File: src/rtl/arctan_lut_arbiter.sv
// arctan_lut_arbiter: round-robin sharing of one arctan LUT between pan and tilt paths
module arctan_lut_arbiter #(
  parameter int LUT_LAT = 1
) (
  input  logic        clk,
  input  logic        reset,
  input  logic        pan_req,
  input  logic [10:0] pan_idx,
  output logic        pan_ack,
  output logic        pan_valid,
  output logic [7:0]  pan_angle,
  input  logic        tilt_req,
  input  logic [10:0] tilt_idx,
  output logic        tilt_ack,
  output logic        tilt_valid,
  output logic [7:0]  tilt_angle,
  output logic [10:0] lut_in,
  input  logic [7:0]  lut_out,
  output logic        busy
);
  typedef enum logic {IDLE, WAIT} state_t;
  state_t     state;
  logic       last, owner, pick_pan;
  logic [2:0] cnt;
  always_comb pick_pan = pan_req & (~tilt_req | last);
  assign busy = state == WAIT;
  always_ff @(posedge clk or negedge reset) begin
    if (!reset) begin
      state      <= IDLE;
      cnt        <= '0;
      lut_in     <= '0;
      last       <= 1'b1;
      owner      <= 1'b0;
      pan_ack    <= 1'b0;
      tilt_ack   <= 1'b0;
      pan_valid  <= 1'b0;
      tilt_valid <= 1'b0;
      pan_angle  <= '0;
      tilt_angle <= '0;
    end else begin
      pan_ack    <= 1'b0;
      tilt_ack   <= 1'b0;
      pan_valid  <= 1'b0;
      tilt_valid <= 1'b0;
      if (state == IDLE) begin
        if (pan_req | tilt_req) begin
          lut_in   <= pick_pan ? pan_idx : tilt_idx;
          pan_ack  <= pick_pan;
          tilt_ack <= ~pick_pan;
          cnt      <= 3'(LUT_LAT);
          owner    <= ~pick_pan;
          last     <= ~pick_pan;
          state    <= WAIT;
        end
      end else if (cnt != 3'd0) begin
        cnt <= cnt - 3'd1;
      end else begin
        if (owner) begin
          tilt_angle <= lut_out;
          tilt_valid <= 1'b1;
        end else begin
          pan_angle <= lut_out;
          pan_valid <= 1'b1;
        end
        state <= IDLE;
      end
    end
  end
endmodule

File: config.mk
export PLATFORM = sky130hd
export DESIGN_NAME = arctan_lut_arbiter
export DESIGN_NICKNAME = d
export VERILOG_FILES = /design/src/rtl/arctan_lut_arbiter.sv
export SDC_FILE = /design/constraint.sdc
export NUM_CORES = 1
export LEC_CHECK = 0
export CORE_MARGIN = 5
export CORE_UTILIZATION = 44
export CTS_BUF_LIST = sky130_fd_sc_hd__clkbuf_8
export CTS_CLUSTER_DIAMETER = 40
export DETAILED_ROUTE_END_ITERATION = 8
export GPL_TIMING_DRIVEN = 1
export HOLD_SLACK_MARGIN = 0.1
export PLACE_DENSITY = 0.83
export SLEW_MARGIN = 40
export SYNTH_ARGS = -nofsm -noshare
export SYNTH_HDL_FRONTEND = slang
export SYNTH_SLANG_ARGS = --single-unit
File: constraint.sdc
create_clock -name clk -period 1.7 [get_ports clk]
set_clock_uncertainty 0.05 [all_clocks]
set_input_delay 0.34 -clock clk [delete_from_list [all_inputs] [get_ports clk]]
set_output_delay 0.34 -clock clk [all_outputs]
set_load 0.02 [all_outputs]
==> images/drive_strength.png <==
Scale bar: 20 um.
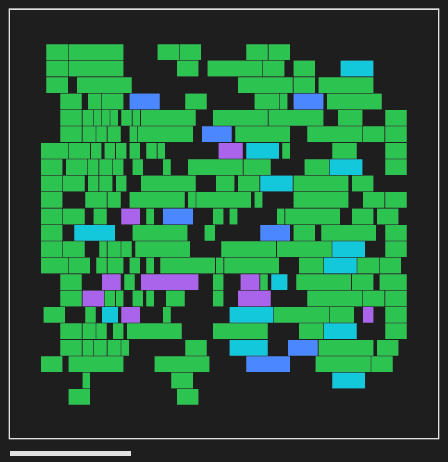
legend:
  cyan:
    size: drive 3 to 4
    cells: 13
    share: 6.4%
  blue:
    size: drive 6 and up
    cells: 7
    share: 3.5%
  green:
    size: drive 1 or less
    cells: 173
    share: 86%
  purple:
    size: drive 2
    cells: 9
    share: 4.5%
Area Growth Syn to Fin: 48.4%
design area: 2420 um2
worst setup margin: 0.0519 ns
Non-clock buffers: 69

==> images/clock_map.png <==
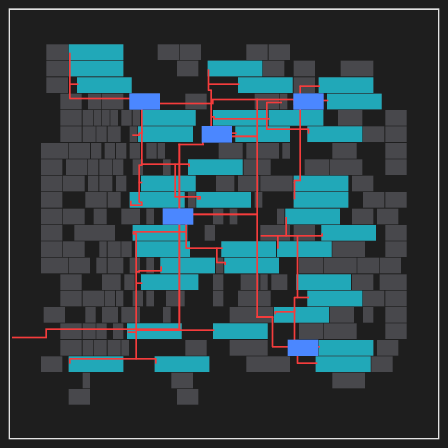
legend:
  blue:
    item: cells driving clock nets
    count: 5
  cyan:
    item: flip-flops
    count: 37
  red:
    item: clock wires
    length: 429 um
routed clock nets: 6
clock power share: 0.133
P_clk: 0.000594 W
Clk Latency, worst-skew pair: 0.28 ns

==> images/final_placement.png <==
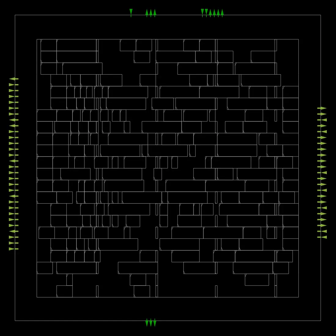
Seq/total area: 0.383
Final Core Density: 0.667
core area: 3630 um2
final instance count without filler cells: 250

==> run summary <==
status: completed
Post-DP HPWL: 2930 um
final hold vios: 0
Layout clock buffers: 6
Biggest register: lut_in
final setup fails: 0
die footprint: 5030 um2
post_cts resized: 0
Setup crit start: lut_in[2]$_DFFE_PN0P_
Critical R2R Capture: pan_angle[7]$_DFFE_PN0P_
sw frac: 0.369
Top cell excl fill/tap: clkdlybuf4s50_1
Setup TNS Final: 0 ns
Crit-path slowest cell: clkdlybuf4s50_1
die width: 70.9 um
mux frac, synth: 0.129
CTS Buffer Depth: 2
largest area contributor in the netlist: dfrtp_1
Multi-input gate area: 624 um2
setup repair after global routing missed its margin: false
combinational share of cell area: 0.258
M1 WL: 1580 um
crit path cell chain: clkdlybuf4s50_1
number of logic inverters in the finished layout: 6
pwr/cell area: 1850 nW/um2
reg2reg path depth: 5
EDFF count, synth: 0
synthesized area: 1630 um2
Post-Synthesis Cells: 133
met3 Resource Use GR: 0.0696
detailed-route via count: 1272
syn avg cell area: 12.3 um2
Die Span Y: 70.9 um
number of diodes: 0
Comb power frac: 0.521
nets@finish: 237
Cell Rows: 22
Cells on Worst Hold Path: 1
met3 wire length: 404 um
sequential power share: 0.346
TritonCTS clock tree: done
largest class: flip-flops and latches
IO Port Bufs: 65
highest-power group: combinational cells
CP bufs+invs: 1
Post CTS Setup Buffer Count: 0
FMAX: 607 MHz
Top Family by Delay on Critical Path: buffers and inverters
CP max FO: 2
MaxCap Viol Count: 0
drt first pass iters: 4
largest registers: lut_in: 11 flops, pan_angle: 8 flops, tilt_angle: 8 flops
Hold EP: tilt_angle[6]$_DFFE_PN0P_
async set-reset flop share out of synthesis: 1.00
first-pass GRT wire length: 6440 um
setup slack, reg-to-reg: 0.14 ns
internal cell power: 0.00282 W
Adder Area Share: 0.0153
Top cells excl fill/tap: clkdlybuf4s50_1, dfrtp_1, o21ai_1
Slew Viols, Final: 0
Cell Area, Placed: 2310 um2
Data buffer area share: 0.288
clk slew on worst S/H paths: 0.06 ns
Yosys warning total: 0
met2 wire length: 1680 um
Iteration-0 DRC Markers: 74
All-Layer GR Usage: 0.165
crit path kind: reg -> out
M2 GR Usage: 0.251
CP Capture Type: primary output
worst path arrival time: 1.26 ns
number of multi-input logic gates: 82
drt via density: 5.09
clock root buffer: clkbuf_8
DR WL/cell: 15.0 um
clock-cell share of area: 0.0372
most common cell in the synthesized netlist: dfrtp_1
top sig layer: met4
Simple Share, Synth: 0.0789
antenna violations before repair: 0
ys flop type: dfrtp_1
Core Util at FP: 0.449
Final GP Congestion: 0.961
Nets at Floorplan: 169
headroom to the max-slew limit: 0.674
hold_ws: 0.440 ns
residual overflow from global routing: 0
worst min path class: reg -> reg
critical path startpoint category: flop
gr busiest metal: met2
# Cells Yosys: 133
Tapcell Cnt: 48
flops out of synthesis: 37
CTS sink cnt: 37
XOR Share, Synth: 0.00536
Yosys Chip Area: 1630 um2
VDD IR-drop max: 856 uV
Fillers: 299
met1 usage: 0.202
top cells by area: dfrtp_1, mux2_4, mux2_1
vias in the first global route: 1340
layout cells sized above 1: 0.144
cts hold-fix bufs: 1
P_leak: 1.07 nW
clock buffer count from CTS: 5
max reg flops: 11
worst-margin pin slew: 0.489 ns
tool warnings: 26
sequential power: 0.00155 W
Setup crit end: lut_in[2]
pre-CTS setup slack: 0.000904 ns
final wirelength: 3760 um
post-layout min period: 1.65 ns
aoi share: 0.152
Power figures rest on the tool's default switching activity, not on a simulated workload.
